$ cat src/rtl/seq_table_fsm_if.sv
// Control/observation bundle for seq_table_fsm.
//   master : the front end (pushbutton/UART side) driving step/run/jump and table writes,
//            and observing state/outputs.
//   slave  : the sequencer itself.
// Signals:
//   step, run, jump, jump_state      advance and jump controls
//   wr_en, wr_addr, wr_next, wr_out  table write port (one entry per cycle)
//   state, next_state, out           current state and its table entries
//   home                             one-cycle pulse when an advance lands on the reset state
//   adv_count                        advances since reset, wrapping
interface seq_table_fsm_if #(
  parameter int unsigned STATE_W = 3,
  parameter int unsigned OUT_W   = 2,
  parameter int unsigned CNT_W   = 8
);
  logic               step;
  logic               run;
  logic               jump;
  logic [STATE_W-1:0] jump_state;
  logic               wr_en;
  logic [STATE_W-1:0] wr_addr;
  logic [STATE_W-1:0] wr_next;
  logic [OUT_W-1:0]   wr_out;
  logic [STATE_W-1:0] state;
  logic [STATE_W-1:0] next_state;
  logic [OUT_W-1:0]   out;
  logic               home;
  logic [CNT_W-1:0]   adv_count;

  modport master (
    output step, run, jump, jump_state, wr_en, wr_addr, wr_next, wr_out,
    input  state, next_state, out, home, adv_count
  );

  modport slave (
    input  step, run, jump, jump_state, wr_en, wr_addr, wr_next, wr_out,
    output state, next_state, out, home, adv_count
  );
endinterface

$ cat src/rtl/seq_table_fsm.sv
// Table-driven sequencer. Next-state and per-state output tables are writable registers,
// so any sequence over 2^STATE_W states can be loaded at run time. The machine advances on
// a rising edge of step, every cycle while run is high, or jumps directly to jump_state.
// Ports:
//   hz100  clock, rising edge
//   reset  synchronous, active-low
//   bus    seq_table_fsm_if slave modport (controls, table write port, state/outputs)
// The interface instance must use the same STATE_W/OUT_W/CNT_W as this module.
module seq_table_fsm #(
  parameter int unsigned STATE_W     = 3,
  parameter int unsigned OUT_W       = 2,
  parameter int unsigned RESET_STATE = 3,
  parameter int unsigned CNT_W       = 8
) (
  input logic            hz100,
  input logic            reset,
  seq_table_fsm_if.slave bus
);

  localparam int unsigned NumStates = 2 ** STATE_W;
  localparam logic [STATE_W-1:0] HomeState = STATE_W'(RESET_STATE);

  logic [STATE_W-1:0] state_q;
  logic [STATE_W-1:0] next_tbl_q [NumStates];
  logic [OUT_W-1:0]   out_tbl_q  [NumStates];
  logic               step_q;
  logic               home_q;
  logic [CNT_W-1:0]   cnt_q;

  logic               step_edge;
  logic               adv;
  logic [STATE_W-1:0] tbl_next;

  assign step_edge = bus.step & ~step_q;
  assign adv       = bus.run | step_edge;
  // Read before any same-edge write takes effect, so a colliding advance uses the old entry.
  assign tbl_next  = next_tbl_q[state_q];

  always_ff @(posedge hz100) begin
    if (!reset) begin
      state_q <= HomeState;
      // step_q starts high so a step held through reset is not taken as an edge.
      step_q  <= 1'b1;
      home_q  <= 1'b0;
      cnt_q   <= '0;
      for (int unsigned i = 0; i < NumStates; i++) begin
        next_tbl_q[STATE_W'(i)] <= STATE_W'(i + 1);
        out_tbl_q[STATE_W'(i)]  <= '0;
      end
    end else begin
      step_q <= bus.step;

      if (bus.wr_en) begin
        next_tbl_q[bus.wr_addr] <= bus.wr_next;
        out_tbl_q[bus.wr_addr]  <= bus.wr_out;
      end

      if (bus.jump) begin
        state_q <= bus.jump_state;
        home_q  <= 1'b0;
      end else if (adv) begin
        state_q <= tbl_next;
        cnt_q   <= cnt_q + CNT_W'(1);
        home_q  <= (tbl_next == HomeState);
      end else begin
        home_q  <= 1'b0;
      end
    end
  end

  assign bus.state      = state_q;
  assign bus.next_state = tbl_next;
  assign bus.out        = out_tbl_q[state_q];
  assign bus.home       = home_q;
  assign bus.adv_count  = cnt_q;

endmodule

$ cat src/flat_wrapper.sv
// flat-port wrapper written by rule: the top's interface ports become plain ports
module seq_table_fsm_flat 
#(
  parameter int unsigned STATE_W     = 3,
  parameter int unsigned OUT_W       = 2,
  parameter int unsigned RESET_STATE = 3,
  parameter int unsigned CNT_W       = 8
)
  (hz100, reset, bus_step, bus_run, bus_jump, bus_jump_state, bus_wr_en, bus_wr_addr, bus_wr_next, bus_wr_out, bus_state, bus_next_state, bus_out, bus_home, bus_adv_count);
  seq_table_fsm_if #(.STATE_W(STATE_W), .OUT_W(OUT_W), .CNT_W(CNT_W)) bus_i ();
  input logic hz100;
  input logic reset;
  input wire logic [$bits(bus_i.step)-1:0] bus_step;
  input wire logic [$bits(bus_i.run)-1:0] bus_run;
  input wire logic [$bits(bus_i.jump)-1:0] bus_jump;
  input wire logic [$bits(bus_i.jump_state)-1:0] bus_jump_state;
  input wire logic [$bits(bus_i.wr_en)-1:0] bus_wr_en;
  input wire logic [$bits(bus_i.wr_addr)-1:0] bus_wr_addr;
  input wire logic [$bits(bus_i.wr_next)-1:0] bus_wr_next;
  input wire logic [$bits(bus_i.wr_out)-1:0] bus_wr_out;
  output wire logic [$bits(bus_i.state)-1:0] bus_state;
  output wire logic [$bits(bus_i.next_state)-1:0] bus_next_state;
  output wire logic [$bits(bus_i.out)-1:0] bus_out;
  output wire logic [$bits(bus_i.home)-1:0] bus_home;
  output wire logic [$bits(bus_i.adv_count)-1:0] bus_adv_count;
  assign bus_i.step = bus_step;
  assign bus_i.run = bus_run;
  assign bus_i.jump = bus_jump;
  assign bus_i.jump_state = bus_jump_state;
  assign bus_i.wr_en = bus_wr_en;
  assign bus_i.wr_addr = bus_wr_addr;
  assign bus_i.wr_next = bus_wr_next;
  assign bus_i.wr_out = bus_wr_out;
  assign bus_state = bus_i.state;
  assign bus_next_state = bus_i.next_state;
  assign bus_out = bus_i.out;
  assign bus_home = bus_i.home;
  assign bus_adv_count = bus_i.adv_count;
  seq_table_fsm #(.STATE_W(STATE_W), .OUT_W(OUT_W), .RESET_STATE(RESET_STATE), .CNT_W(CNT_W)) u_core (.hz100(hz100), .reset(reset), .bus(bus_i));
endmodule
$ cat config.mk
export PLATFORM = sky130hd
export DESIGN_NAME = seq_table_fsm_flat
export DESIGN_NICKNAME = d
export VERILOG_FILES = /design/src/rtl/seq_table_fsm_if.sv /design/src/rtl/seq_table_fsm.sv /design/src/flat_wrapper.sv
export SDC_FILE = /design/constraint.sdc
export NUM_CORES = 1
export LEC_CHECK = 0
export ABC_AREA = 0
export CAP_MARGIN = 10
export CORE_MARGIN = 1
export CORE_UTILIZATION = 49
export DETAILED_ROUTE_END_ITERATION = 7
export PLACE_DENSITY = 0.85
export SETUP_SLACK_MARGIN = 0.15
export SLEW_MARGIN = 0
export SYNTH_ARGS = -nofsm -noshare
export SYNTH_HDL_FRONTEND = slang
export SYNTH_SLANG_ARGS = --single-unit
$ cat constraint.sdc
create_clock -name hz100 -period 1.6 [get_ports hz100]
set_input_delay 0.32 -clock hz100 [delete_from_list [all_inputs] [get_ports hz100]]
set_output_delay 0.32 -clock hz100 [all_outputs]
set_load 0.005 [all_outputs]
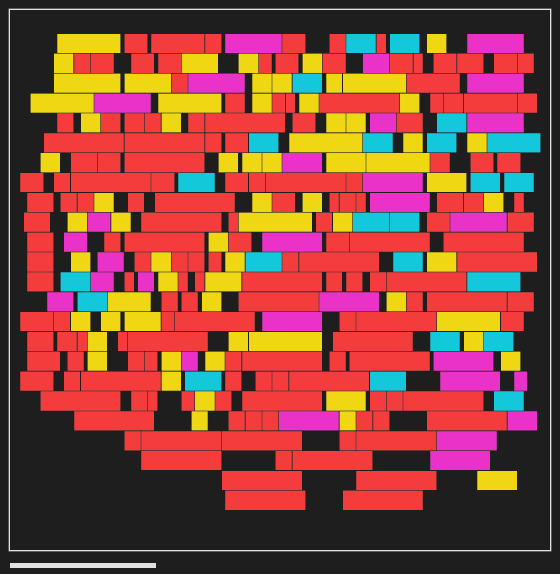
*Cells by drive strength*
Scale bar: 20 um.
legend:
  _0 and _1 cells:
    color: red
    cells: 159
  _2 cells:
    color: magenta
    cells: 29
  _6 and larger:
    color: cyan
    cells: 23
  _3 and _4 cells:
    color: yellow
    cells: 67
Buffers excl. clock: 91
Final Instance Area: 3680 um2

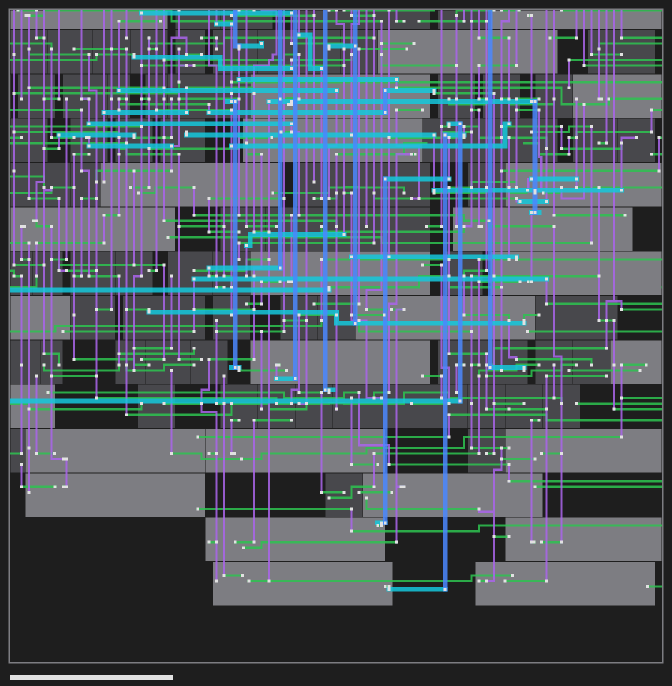
*Layout detail*
Scale bar: 10 um. Window x 17 to 57, y 2 to 42 um. Cells in gray, sequential cells in the stronger gray; small squares are vias.
legend:
  metal 2:
    color: purple
  metal 1:
    color: green
  metal 3:
    color: cyan
  metal 4:
    color: blue
netlist names of flops here include: u_core.next_tbl_q (12), u_core.out_tbl_q (8)
sequential cells in the window: 20
most frequent: and2_1 (21), edfxtp_1 (20), buf_4 (10)
cells with their middle in the window: 80

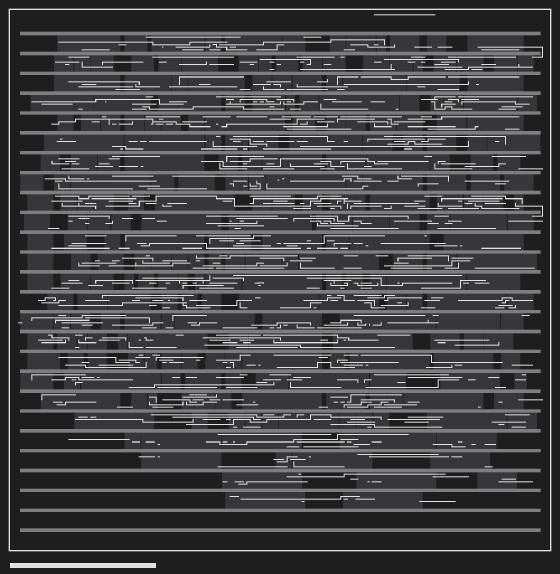
*The metal 1 layer*
Scale bar: 20 um. Supply wires on this layer in gray.
longest straight run: 31.3 um
main direction: horizontal
share of all routed wire: 39%
wire length on this layer: 2800 um
drt total wl: 7160 um
grt met1 use: 34.7%
detailed-route via count: 1973

==> ci_impl_report.md <==
## Implementation flow summary

| Metric | Value |
|---|---|
| Clk sinks | `56` |
| Seq cells post-synth | `56` |
| Final max-slew violation count | `0` |
| H-tree depth | `2` |
| Vias per cell | `between 5 and 6` |
| Type of the worst setup path | `reg2out` |
| Filler instances | `289` |
| Pleak | `about 1.5 nW` |
| Starting DRT DRC Count | `240` |
| Synth cell types | `32` |
| Layout cells sized above 1 | `42.8%` |
| Final number of setup-violating endpoints | `12` |
| Failing checks | `negative setup slack` |
| Number of global-route vias before repair | `about 1900` |
| Setup WS post-layout | `-0.456 ns` |
| Startpoint Class | `register` |
| Arrival @ worst endpoint | `1.74 ns` |
| Tool warnings | `29` |
| Critical Path Fanout Max | `3` |
| Clk_lat worst skew | `0.32 ns` |
| Status | `finished with violations` |
| Sequential share of power | `approximately 55%` |
| Routed Antenna Nets | `0` |
| Least-Margin Pin Slew | `0.498 ns` |
| Die height | `73.9 um` |
| Layout area overhead | `45.1%` |
| Post-route clock period utilization | `128%` |
| Initial Util | `between 50% and 60%` |
| DRC | `0` |
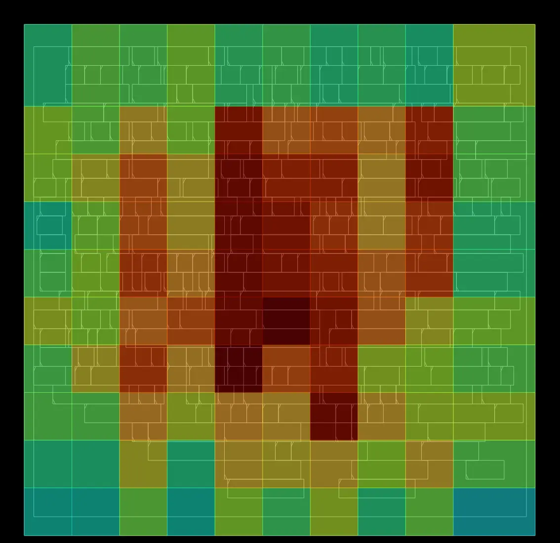
*Track usage over the die*
GRT Total Usage: 26.3%
met3 GRT Util: 5.96%
M2 GR Usage: 41.2%
post-DR wirelength/cell: 20.7 um
gr busiest metal: met2

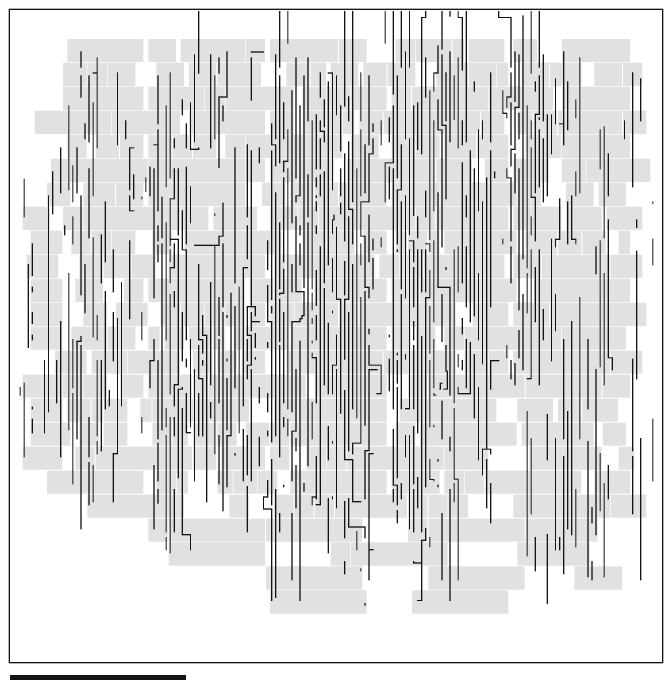
*The metal 2 layer*
Scale bar: 20 um.
nets with wire on the layer: 267
longest straight run: 30.8 um
main direction: vertical

[logic make-up after synthesis]
kind of cell	count (synthesis)	synth area share (%)
buffers and inverters	10	2.07
xor gates and xnor gates	6	2.07
AOI/OAI and AO/OA	17	4.54
and+or+nand+nor	79	18.1
DFF	56	60.0
muxes	18	12.7
adders and majority gates	1	0.493
[through the flow]
step / worst slack [ns] / utilization [%] / TNS [ns] / cells
finish: -0.456 / 75.9 / -3.78 / 345
global route: -0.490 / 75.9 / -4.28 / 345
detailed placement: -0.532 / 65.7 / -17.20 / 314
CTS: -0.445 / 73.1 / -3.11 / 340
floorplan: 0.0295 / - / 0 / 187
global placement: -0.451 / 65.7 / -15.68 / 314
[what timing repair did]
item,CTS,global route
pin swaps,6,11
gates resized,85,29
buffers inserted,18,5
setup endpoints to repair,53,62
[metal layers]
metal	GRT usage, %	vias up	wire, um
met5	0	-	0
met4	13.5	0	283
met3	5.96	30	499
met2	41.2	117	3570
met1	34.7	960	2800
li1	-	866	-
[power groups by stage]
stage	combinational, mW	clock, mW	sequential [mW]
detailed placement	0.468	0	1.72
CTS	0.553	0.760	1.67
global route	0.654	0.835	1.69
global placement	0.452	0	1.71
floorplan	0.226	0	1.69
finish	0.619	0.764	1.68
[path summary, 6_finish.rpt]
check                                         from                          endpoint  cells past startpoint
setup / recovery                          register                 bus_next_state[1]                      4
hold reg to reg   u_core.bus.state[2]$_SDFFE_PN0N_  u_core.bus.state[2]$_SDFFE_PN0N_                      2
hold / removal                            bus_step          u_core.step_q$_SDFF_PN1_                      2
setup reg to reg                          register                          register                      7
[Yosys cell counts]
library cell,number,area [um2]
o21ai_0,6,30.0
nand4_1,1,6.26
nand3b_1,2,15.0
nor3_2,1,10.0
nand2b_1,9,56.3
and3b_1,1,8.76
nor2b_1,1,6.26
xnor2_1,1,8.76
edfxtp_1,40,1200
o21a_1,1,7.51
xor2_1,5,43.8
nand3_1,5,25.0
mux2_4,2,30.0
mux2_2,3,33.8
nand2_1,8,30.0
a211oi_1,1,7.51
mux4_1,1,26.3
and2_1,34,213
or3_1,9,56.3
nor3_1,2,10.0
mux2i_1,3,30.0
o211ai_1,3,22.5
buf_6,2,22.5
a21oi_1,1,5.00
ha_1,1,12.5
inv_1,2,7.51
clkbuf_1,6,22.5
nor2_1,6,22.5
a21boi_0,1,7.51
mux4_2,9,203
a2111oi_0,4,35.0
dfxtp_1,16,320
[sequential cells by signal (all words and copies together), names as in the netlist, named ones only]
| name | count |
|---|---|
| u_core.bus.state | 3 |
| u_core.step_q | 1 |
| u_core.bus.adv_count | 8 |
| u_core.next_tbl_q | 24 |
| u_core.bus.home | 1 |
| u_core.out_tbl_q | 16 |
[final cells by class]
class                           instances  area (um2)  share of cell area (%)
Clock buffer                            5        68.8                    1.87
Multi-Input combinational cell        121        1120                    30.6
Timing Repair Buffer                   91         823                    22.4
Tap cell                               67        83.8                    2.28
Sequential cell                        56        1550                    42.2
Inverter                                2        10.0                   0.272
Clock inverter                          3        16.3                   0.442
[critical path, cell delays in order (launching register included)]
cell,delay [ns]
dfxtp_4,0.38
buf_6,0.11
mux4_2,0.52
mux2_4,0.30
buf_6,0.12
No activity file was given, so power comes from the tool's default toggle rates.
